<file path="src/rtl/xc_malu_pkg.sv">
// Shared definitions for the xc_malu multi-cycle arithmetic blocks:
// divider FSM encoding, operation-select bit positions and small decode helpers.
package xc_malu_pkg;

    typedef enum logic [1:0] {
        DIV_IDLE = 2'd0,
        DIV_RUN  = 2'd1,
        DIV_DONE = 2'd2
    } div_state_t;

    localparam int OP_W    = 4;
    localparam int OP_DIV  = 0;
    localparam int OP_DIVU = 1;
    localparam int OP_REM  = 2;
    localparam int OP_REMU = 3;

    // 32 restoring-division steps; count parks here until the step unit reports done
    localparam logic [5:0] DIV_COUNT_MAX = 6'd32;

    function automatic logic op_is_signed(input logic [OP_W-1:0] op);
        return op[OP_DIV] | op[OP_REM];
    endfunction

    function automatic logic op_is_quot(input logic [OP_W-1:0] op);
        return op[OP_DIV] | op[OP_DIVU];
    endfunction

endpackage

</file>
<file path="src/rtl/xc_malu_div_fixup.sv">
// Turns the step unit's unsigned quotient/remainder magnitudes into the final
// architectural result, including the divide-by-zero convention.
module xc_malu_div_fixup
    import xc_malu_pkg::*;
(
    input  logic [31:0]     rs1,
    input  logic [31:0]     rs2,
    input  logic [OP_W-1:0] op,
    input  logic [31:0]     arg_0,
    input  logic [31:0]     arg_1,
    output logic [31:0]     result
);

    logic is_signed;
    logic is_quot;
    logic div_zero;

    assign is_signed = op_is_signed(op);
    assign is_quot   = op_is_quot(op);
    assign div_zero  = (rs2 == 32'd0);

    // Zero divisor bypasses the magnitudes entirely, so the fast path needs no step data
    always_comb begin
        result = arg_0;
        if (div_zero) begin
            result = is_quot ? 32'hFFFF_FFFF : rs1;
        end else if (is_quot) begin
            result = (is_signed && (rs1[31] != rs2[31])) ? (32'd0 - arg_1) : arg_1;
        end else begin
            result = (is_signed && rs1[31]) ? (32'd0 - arg_0) : arg_0;
        end
    end

endmodule

</file>
<file path="src/rtl/xc_malu_div_seq.sv">
// Sequencer for the iterative divider: captures operands, drives an external
// step unit until it reports completion, then presents the sign-corrected result.
module xc_malu_div_seq
    import xc_malu_pkg::*;
#(
    parameter int ZERO_FAST = 1
) (
    input  logic        clock,
    input  logic        reset,
    input  logic        valid,
    input  logic        flush,
    input  logic        op_div,
    input  logic        op_divu,
    input  logic        op_rem,
    input  logic        op_remu,
    input  logic [31:0] rs1,
    input  logic [31:0] rs2,
    output logic        ready,
    output logic [31:0] result,
    output logic        step_valid,
    output logic        step_op_signed,
    output logic        step_flush,
    output logic [31:0] step_rs1,
    output logic [31:0] step_rs2,
    output logic [5:0]  count,
    output logic [63:0] acc,
    output logic [31:0] arg_0,
    output logic [31:0] arg_1,
    input  logic [63:0] n_acc,
    input  logic [31:0] n_arg_0,
    input  logic [31:0] n_arg_1,
    input  logic        step_ready
);

    div_state_t      state;
    div_state_t      next_state;
    logic [OP_W-1:0] op_in;
    logic [OP_W-1:0] op_q;
    logic [31:0]     rs1_q;
    logic [31:0]     rs2_q;
    logic            accept;
    logic            zero_hit;
    logic            result_load;
    logic [31:0]     fix_rs1;
    logic [31:0]     fix_rs2;
    logic [OP_W-1:0] fix_op;
    logic [31:0]     fix_result;

    always_comb begin
        op_in          = '0;
        op_in[OP_DIV]  = op_div;
        op_in[OP_DIVU] = op_divu;
        op_in[OP_REM]  = op_rem;
        op_in[OP_REMU] = op_remu;
    end

    assign accept      = (state == DIV_IDLE) && valid && !flush;
    assign zero_hit    = accept && (ZERO_FAST != 0) && (rs2 == 32'd0);
    assign result_load = zero_hit || ((state == DIV_RUN) && step_ready && !flush);

    always_ff @(posedge clock) begin
        if (reset) begin
            state <= DIV_IDLE;
        end else begin
            state <= next_state;
        end
    end

    always_comb begin
        next_state = state;
        if (flush) begin
            next_state = DIV_IDLE;
        end else begin
            case (state)
                DIV_IDLE: if (valid) next_state = zero_hit ? DIV_DONE : DIV_RUN;
                DIV_RUN:  if (step_ready) next_state = DIV_DONE;
                DIV_DONE: if (!valid) next_state = DIV_IDLE;
                default:  next_state = DIV_IDLE;
            endcase
        end
    end

    always_comb begin
        ready      = (state == DIV_DONE);
        step_valid = (state == DIV_RUN);
    end

    assign step_flush     = flush;
    assign step_op_signed = op_is_signed(op_q);
    assign step_rs1       = rs1_q;
    assign step_rs2       = rs2_q;

    // In IDLE the fast zero path must fix up the incoming operands before they are registered
    assign fix_rs1 = (state == DIV_IDLE) ? rs1   : rs1_q;
    assign fix_rs2 = (state == DIV_IDLE) ? rs2   : rs2_q;
    assign fix_op  = (state == DIV_IDLE) ? op_in : op_q;

    xc_malu_div_fixup u_fixup (
        .rs1    (fix_rs1),
        .rs2    (fix_rs2),
        .op     (fix_op),
        .arg_0  (arg_0),
        .arg_1  (arg_1),
        .result (fix_result)
    );

    always_ff @(posedge clock) begin
        if (reset) begin
            rs1_q  <= '0;
            rs2_q  <= '0;
            op_q   <= '0;
            count  <= '0;
            acc    <= '0;
            arg_0  <= '0;
            arg_1  <= '0;
            result <= '0;
        end else begin
            if (accept) begin
                rs1_q <= rs1;
                rs2_q <= rs2;
                op_q  <= op_in;
            end
            if (state == DIV_RUN) begin
                acc   <= n_acc;
                arg_0 <= n_arg_0;
                arg_1 <= n_arg_1;
                count <= (count == DIV_COUNT_MAX) ? count : count + 6'd1;
            end else if (accept) begin
                count <= '0;
            end
            if (result_load) begin
                result <= fix_result;
            end
        end
    end

endmodule

</file>
<file path="config.mk">
export PLATFORM = sky130hd
export DESIGN_NAME = xc_malu_div_seq
export DESIGN_NICKNAME = d
export VERILOG_FILES = /design/src/rtl/xc_malu_pkg.sv /design/src/rtl/xc_malu_div_fixup.sv /design/src/rtl/xc_malu_div_seq.sv
export SDC_FILE = /design/constraint.sdc
export NUM_CORES = 1
export LEC_CHECK = 0
export ABC_AREA = 1
export CAP_MARGIN = 20
export CORE_MARGIN = 2
export CORE_UTILIZATION = 41
export DETAILED_ROUTE_END_ITERATION = 16
export GPL_TIMING_DRIVEN = 1
export PLACE_DENSITY = 0.78
export SYNTH_ARGS = -nofsm -noshare
export SYNTH_HDL_FRONTEND = slang
export SYNTH_SLANG_ARGS = --single-unit
</file>
<file path="constraint.sdc">
create_clock -name clock -period 1.7 [get_ports clock]
set_clock_uncertainty 0.2 [all_clocks]
set_input_delay 0.255 -clock clock [delete_from_list [all_inputs] [get_ports clock]]
set_output_delay 0.255 -clock clock [all_outputs]
set_load 0.02 [all_outputs]
</file>
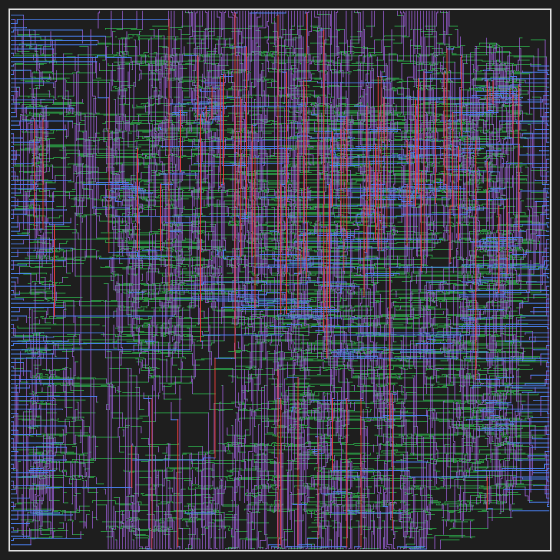
**Above:** run 1 (routed metal, one color a layer).
color	layer	wire length
red	M4	3090 um
purple	M2	26.4 mm
green	M1	19600 um
blue	M3	4850 um
total wire length: 53.9 mm
All-Layer GR Usage: 0.336
routed via count: 15200

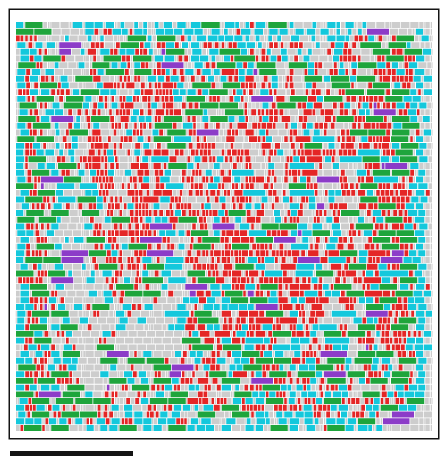
**Above:** run 1 (placement by cell class).
Bar = 50 um. Fill, decap, tap and diode cells in gray.
color	class	cells
cyan	remaining buffers and delay cells	704
red	remaining logic cells	1453
purple	clock drivers and dummy loads	46
green	registers	235
share of the final layout cell area in sequential cells: 0.241
core footprint: 28000 um^2

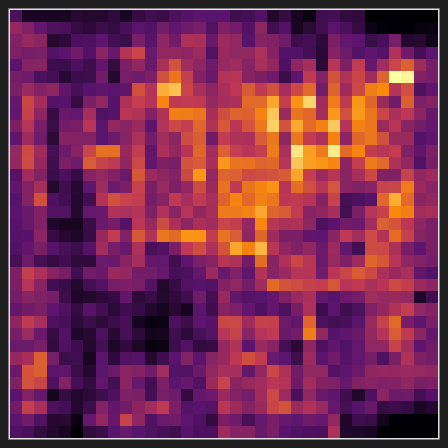
**Above:** run 1 (wiring heat map).
35 x 35 tiles, from black (low) to pale yellow (high), scaled to the fullest tile. Values are wire area over tile area, all layers added.
mean over tiles	0.31
fullest tile	0.86
nearly empty tiles	1.6%
tiles over half the peak	20%
WL/cell: 19.2 um

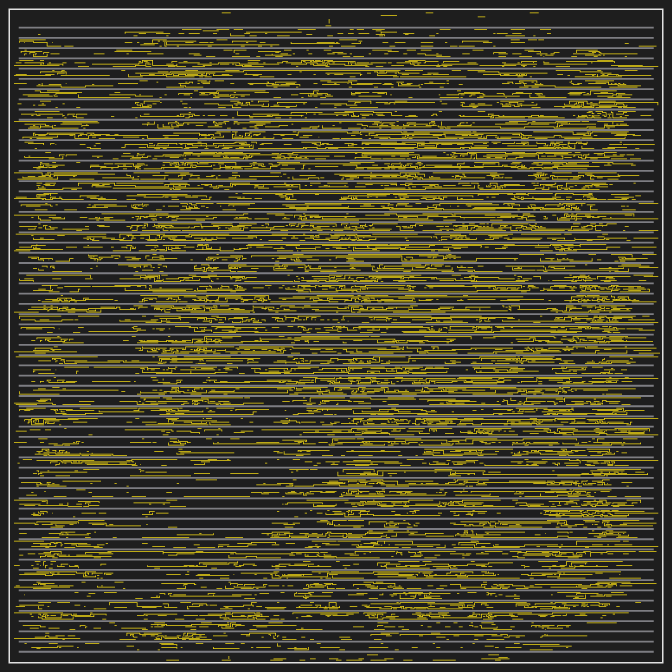
**Above:** run 1 (the metal 1 layer).
Supply wires on this layer in gray.
main direction	horizontal
wire length on this layer	19600 um
share of all routed wire	36%

==> GITHUB_STEP_SUMMARY, run 1 <==
## Implementation flow summary

| Metric | Value |
|---|---|
| Grt ovf | `0` |
| Post-synthesis mux area share | `0` |
| Post-CTS resize count | `717` |
| Most repeated library cell on the critical path | `sky130_fd_sc_hd__nand2_1` |
| Critical path cell sequence | `nor2_1, nand2_1, nor2_4, nand2_1, nor2_1, nor2_1, nand2_1, nand3_1, nand3_1, nand2_1, a21oi_2` |
| Launch point of the worst hold path | `rs2[28]` |
| Power density over the cells | `868 nW/um^2` |
| CTS tree | `built` |
| R2R cell count | `11` |
| Clock-pin transition on the worst setup and hold timing paths | `0.06 ns` |
| Area of the mapped netlist | `11800 um^2` |
| Number of inserted diodes | `0` |
| Final min period | `2.12 ns` |
| Top cells by area in the synthesized netlist | `sky130_fd_sc_hd__dfxtp_1, sky130_fd_sc_hd__o21ai_0, sky130_fd_sc_hd__nand2_1` |
| Routed vias/inst | `5.40` |
| Hold violation count in the final report | `0` |
| Number of multi-input combinational cells in the layout | `1274` |
| Synthesized-area fraction occupied by xor and xnor cells | `0.00149` |
| Cell taking the most area after synthesis | `sky130_fd_sc_hd__dfxtp_1` |
| Number of distinct library cells after synthesis | `38` |
| Std cell rows | `61` |
| Worst Hold Endpoint | `step_rs2[28]$_SDFFE_PP0P_` |
| Most frequent standard cell in the layout excluding fill and tap cells | `sky130_fd_sc_hd__nor2_1` |
| Post-synthesis compound-gate area fraction | `0.199` |
| Fraction of registers with async set or reset after synthesis | `0` |
| Clk_buf instances | `36` |
| Clock-cell share of area | `0.0452` |
| Port buffer count | `433` |
| Adder Share, Synth | `0.00426` |
| Unrepaired setup endpoints after global routing | `yes` |
| Post-synth tally of flip-flops with integrated enable | `0` |
| Signal arrival time at the worst endpoint | `2.40 ns` |
| Top Family by Delay on Critical Path | `simple AND/OR/NAND/NOR gates` |
| Slowest-stage cell, CP | `sky130_fd_sc_hd__dfxtp_2` |
| Flip-flop and latch area | `4790 um^2` |
| First-pass GRT wire length | `80.2 mm` |
| Crit. End Element | `flop` |
| Status | `complete, but fails checks` |
| Prevailing post-synth register cell | `sky130_fd_sc_hd__dfxtp_1` |
| Antenna-violating nets left | `0` |
| Largest stage delay, worst path | `0.33 ns` |
| Hold buffers post-CTS | `0` |
| PnR Total Power | `17200 uW` |
| Largest combinational cell category by area | `simple AND/OR/NAND/NOR gates` |
| Max transition margin | `0.762` |
| TritonRoute pass-1 iters | `6` |
| Net switching fraction of the power | `0.319` |
| Top pwr grp | `sequential cells` |
| Final setup violation count | `104` |
| Switching pwr | `5490 uW` |
| Hold Path Class | `input port to flop` |
| Kind of launch point of the worst setup path | `flop` |
| Vias in the first global route | `14600` |
| Violation tally from detailed-route iteration zero | `1365` |
| Count of yosys warnings during synthesis | `0` |
| Crit Path Max Fanout | `4` |
| Number of maximum-capacitance constraint violations | `0` |
| Number of tapcells | `378` |
| Worst Hold Depth | `3` |
| Share of Yosys cell area claimed by the top area cell type | `0.400` |
| Die Y | `173 um` |
| Count of non-CTS inverters in the layout | `179` |
| Required time at the worst-slack endpoint | `1.98 ns` |
| X dimension of the die | `173 um` |
| Leak pwr | `0.00909 uW` |
| Fraction of the yosys area taken by sequential cells | `0.400` |
| Combinational share of power | `0.300` |
| Crit Path Class | `flop to flop` |
| Flip-flop count of the largest register after layout | `64` |
| Final worst slack | `-0.424 ns` |
| Average footprint of a synthesized cell | `6.56 um^2` |
| Number of buffers created by CTS | `27` |
| Total clock sinks | `235` |
| Total number of cells along the worst setup path | `11` |
| Seq group | `6030 uW` |
| Violations in the final reports | `negative setup slack` |
| Count of pins over their slew limit | `0` |
| Synthesized chip area reported by yosys | `11800 um^2` |
| Final cycle utilization of the critical path | `1.25` |
| Post CTS Setup Buffer Count | `8` |
| Registers | `235` |
| Total die area | `30000 um^2` |
| Reg2reg setup slack | `-0.42 ns` |
| Clock Tree Root | `sky130_fd_sc_hd__clkbuf_16` |
| Commonest cells in the synthesized netlist | `sky130_fd_sc_hd__nand2_1, sky130_fd_sc_hd__nor2_1, sky130_fd_sc_hd__dfxtp_1` |
| WP buf/inv | `0` |
| Last element of the critical path | `result[25]$_SDFFE_PP0P_` |
| Nets@finish | `2626` |
| Crit. Startpoint | `arg_1[6]$_SDFFE_PP0P_` |
| Floorplan Nets | `1997` |
| Non-clock buffer share of cell area | `0.327` |
| Largest cell class by area | `combinational gates` |
| Clock network power consumption | `6030 uW` |
| Post-synth regs | `235` |
| Fraction of final layout cells with drive strength greater than 1 | `0.267` |
| Starting utilization of the core area | `0.420` |
| Relative contribution of the clock network to total power | `0.350` |
| FF-to-FF End | `result[25]$_SDFFE_PP0P_` |
| Number of fillers in the final layout | `2330` |
| Area delta synth->final | `69.0%` |
| Pin count of the biggest net entering global routing | `92` |
| H-tree Lvls | `1` |
| Summed area of non-filler cells in the final layout | `19900 um^2` |
| Cell area after placement | `18200 um^2` |
| Peak ir drop on the vdd network | `0.878 mV` |
| Number of non-clock buffers | `704` |
| Synth Area in Simple Gates | `0.292` |
| Logic area | `6510 um^2` |
| Seq pwr share | `0.350` |
| Cells after Synth | `1792` |
| Count leader, synth | `sky130_fd_sc_hd__nand2_1` |
| Worst-margin pin slew | `0.354 ns` |
| IO Count | `435` |
| Post-synthesis cell count from yosys | `1792` |
| Crit Reg-Reg Startpoint | `arg_1[6]$_SDFFE_PP0P_` |
| Internal power consumption | `11700 uW` |
| Multi-input gate share of the layout cell area | `0.328` |
| Number of antenna violations at the first check in global routing | `0` |
| Bufs on Longest Clock Path | `3` |
| Tally of OpenROAD warnings | `31` |
| Detailed-route DRC error count | `0` |
| Placer Congestion | `0.962` |
| Combinational power | `5170 uW` |
| Top cells excl fill/tap | `sky130_fd_sc_hd__nor2_1, sky130_fd_sc_hd__nand2_1, sky130_fd_sc_hd__buf_4` |
| Clock insertion delay at the later pin of the skew report | `0.54 ns` |
| Post-detailed-placement half-perimeter wirelength | `39.4 mm` |
| Maximum clock frequency | `471 MHz` |
| Largest reg by FF count | `acc` |
==> run 1: routing by layer <==
metal  GRT usage  wire length (um)
met4       0.160              3090
met5           0                 0
met3      0.0664              4850
met2       0.603             26400
met1       0.382             19600
==> run 1: metrics by stage <==
step	TNS, ns	util	setup WS (ns)	instances	hold WS (ns)
3_3_place_gp	-42.03	0.651	-0.713	2741	0.248
4_1_cts	-18.59	0.696	-0.388	2804	0.0952
2_1_floorplan	-2.04	-	-0.0810	1792	0.183
5_1_grt	-29.06	0.709	-0.541	2816	0.131
3_5_place_dp	-45.63	0.651	-0.749	2741	0.259
6_report	-18.86	0.709	-0.424	2816	0.108
--- run 2 (diff from run 1) ---
Settings changed: CTS_CLUSTER_DIAMETER from default to 200.
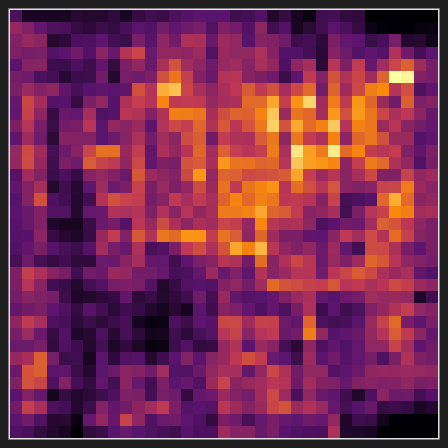
**Above:** run 2 (wiring heat map).
35 x 35 tiles, from black (low) to pale yellow (high), scaled to the fullest tile. Values are wire area over tile area, all layers added.
mean over tiles	0.31
tiles over half the peak	20%
fullest tile	0.86
nearly empty tiles	1.6%
emptiest ninth of the die	bottom left

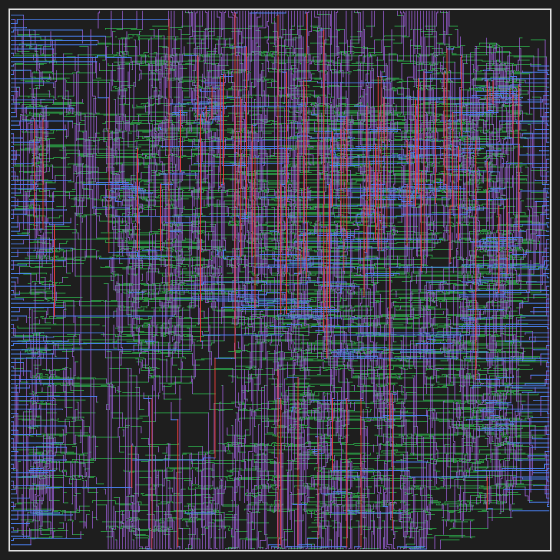
**Above:** run 2 (routed metal, one color a layer).
color	layer	wire length
green	M1	19600 um
purple	M2	26.4 mm
blue	M3	4850 um
red	M4	3090 um

==> GITHUB_STEP_SUMMARY, run 2 <==
## Implementation flow summary

| Metric | Value |
|---|---|
| Total clock sinks | `235` |
| Non-clock buffer share of cell area | `0.327` |
| Top cells by area in the synthesized netlist | `sky130_fd_sc_hd__dfxtp_1, sky130_fd_sc_hd__o21ai_0, sky130_fd_sc_hd__nand2_1` |
| Number of non-clock buffers | `704` |
| Clock insertion delay at the later pin of the skew report | `0.54 ns` |
| Power density over the cells | `868 nW/um^2` |
| Crit. End Element | `flop` |
| Most utilized layer in the global route result | `met2` |
| Post-detailed-placement half-perimeter wirelength | `39.4 mm` |
| Count of non-CTS inverters in the layout | `179` |
| Critical path cell sequence | `nor2_1, nand2_1, nor2_4, nand2_1, nor2_1, nor2_1, nand2_1, nand3_1, nand3_1, nand2_1, a21oi_2` |
| Placer Congestion | `0.962` |
| Count of pins over their slew limit | `0` |
| Final cycle utilization of the critical path | `1.25` |
| Registers | `235` |
| Area delta synth->final | `69.0%` |
| Count leader, synth | `sky130_fd_sc_hd__nand2_1` |
| Core footprint | `28000 um^2` |
| Number of buffers created by CTS | `27` |
| Violation tally from detailed-route iteration zero | `1365` |
| Hold Path Class | `input port to flop` |
| Summed area of non-filler cells in the final layout | `19900 um^2` |
| Bufs on Longest Clock Path | `3` |
| Met3 Wirelength | `4.85 mm` |
| Reg2reg setup slack | `-0.42 ns` |
| Met1 demand-to-capacity share in global routing | `0.382` |
| Post-CTS resize count | `717` |
| Placed cell count | `2741` |
| Number of maximum-capacitance constraint violations | `0` |
| Starting utilization of the core area | `0.420` |
| Flip-flop count of the largest register after layout | `64` |
| Number of distinct library cells after synthesis | `38` |
| Commonest cells in the synthesized netlist | `sky130_fd_sc_hd__nand2_1, sky130_fd_sc_hd__nor2_1, sky130_fd_sc_hd__dfxtp_1` |
| Tally of OpenROAD warnings | `31` |
| Highest layer used for signal routing | `met4` |
| Number of tapcells | `378` |
| Post-synthesis compound-gate area fraction | `0.199` |
| Logic area | `6510 um^2` |
| Flip-flop and latch area | `4790 um^2` |
| Port buffer count | `433` |
| Largest reg by FF count | `acc` |
| Fraction of final layout cells with drive strength greater than 1 | `0.267` |
| Launch point of the worst hold path | `rs2[28]` |
| Top cells excl fill/tap | `sky130_fd_sc_hd__nor2_1, sky130_fd_sc_hd__nand2_1, sky130_fd_sc_hd__buf_4` |
| X dimension of the die | `173 um` |
| Post CTS Setup Buffer Count | `8` |
| Hold buffers post-CTS | `0` |
| Status | `complete, but fails checks` |
| Worst Hold Endpoint | `step_rs2[28]$_SDFFE_PP0P_` |
| Detailed-route DRC error count | `0` |
| Total routed wire length on the met1 layer | `19.6 mm` |
| Number of inserted diodes | `0` |
| Relative contribution of the clock network to total power | `0.350` |
| Most frequent standard cell in the layout excluding fill and tap cells | `sky130_fd_sc_hd__nor2_1` |
| Combinational share of power | `0.300` |
| Slowest-stage cell, CP | `sky130_fd_sc_hd__dfxtp_2` |
| Nets@finish | `2626` |
| Top pwr grp | `sequential cells` |
| Std cell rows | `61` |
| Minimum setup slack after placement | `-0.749 ns` |
| Grt ovf | `0` |
| Violations in the final reports | `negative setup slack` |
| Final worst slack | `-0.424 ns` |
| Die Y | `173 um` |
| Routed via count | `15200` |
| Total wire length | `53.9 mm` |
| Count of yosys warnings during synthesis | `0` |
| IO Count | `435` |
| Top Family by Delay on Critical Path | `simple AND/OR/NAND/NOR gates` |
| TritonRoute pass-1 iters | `6` |
| All-Layer GR Usage | `0.336` |
| WL/cell | `19.2 um` |
| Share of the final layout cell area in sequential cells | `0.241` |
| Number of fillers in the final layout | `2330` |
| Net switching fraction of the power | `0.319` |
| Largest combinational cell category by area | `simple AND/OR/NAND/NOR gates` |
| Final cell count without fillers | `2816` |
| Final setup violation count | `104` |
| Crit Path Max Fanout | `4` |
| Synth Area in Simple Gates | `0.292` |
## run 2: cell counts in the layout (fill, tap and decap cells not counted)
Identical to the previous run, type by type.
## run 2: worst max-delay path by stage
| stage | from | end | slack [ns] | depth (start not counted) |
|---|---|---|---|---|
| after floorplan | state[1]$_SDFFE_PP0P_ | result[8]$_SDFFE_PP0P_ | -0.08 | 9 |
| final | arg_1[6]$_SDFFE_PP0P_ | result[25]$_SDFFE_PP0P_ | -0.42 | 11 |
| after global placement | op_div | result[1]$_SDFFE_PP0P_ | -0.71 | 11 |
| after global routing | state[1]$_SDFFE_PP0P_ | result[2]$_SDFFE_PP0P_ | -0.54 | 9 |
| after CTS | state[0]$_SDFFE_PP0P_ | result[25]$_SDFFE_PP0P_ | -0.39 | 11 |
| after detailed placement | op_div | result[1]$_SDFFE_PP0P_ | -0.75 | 11 |
Power and IR drop assume default switching activity.
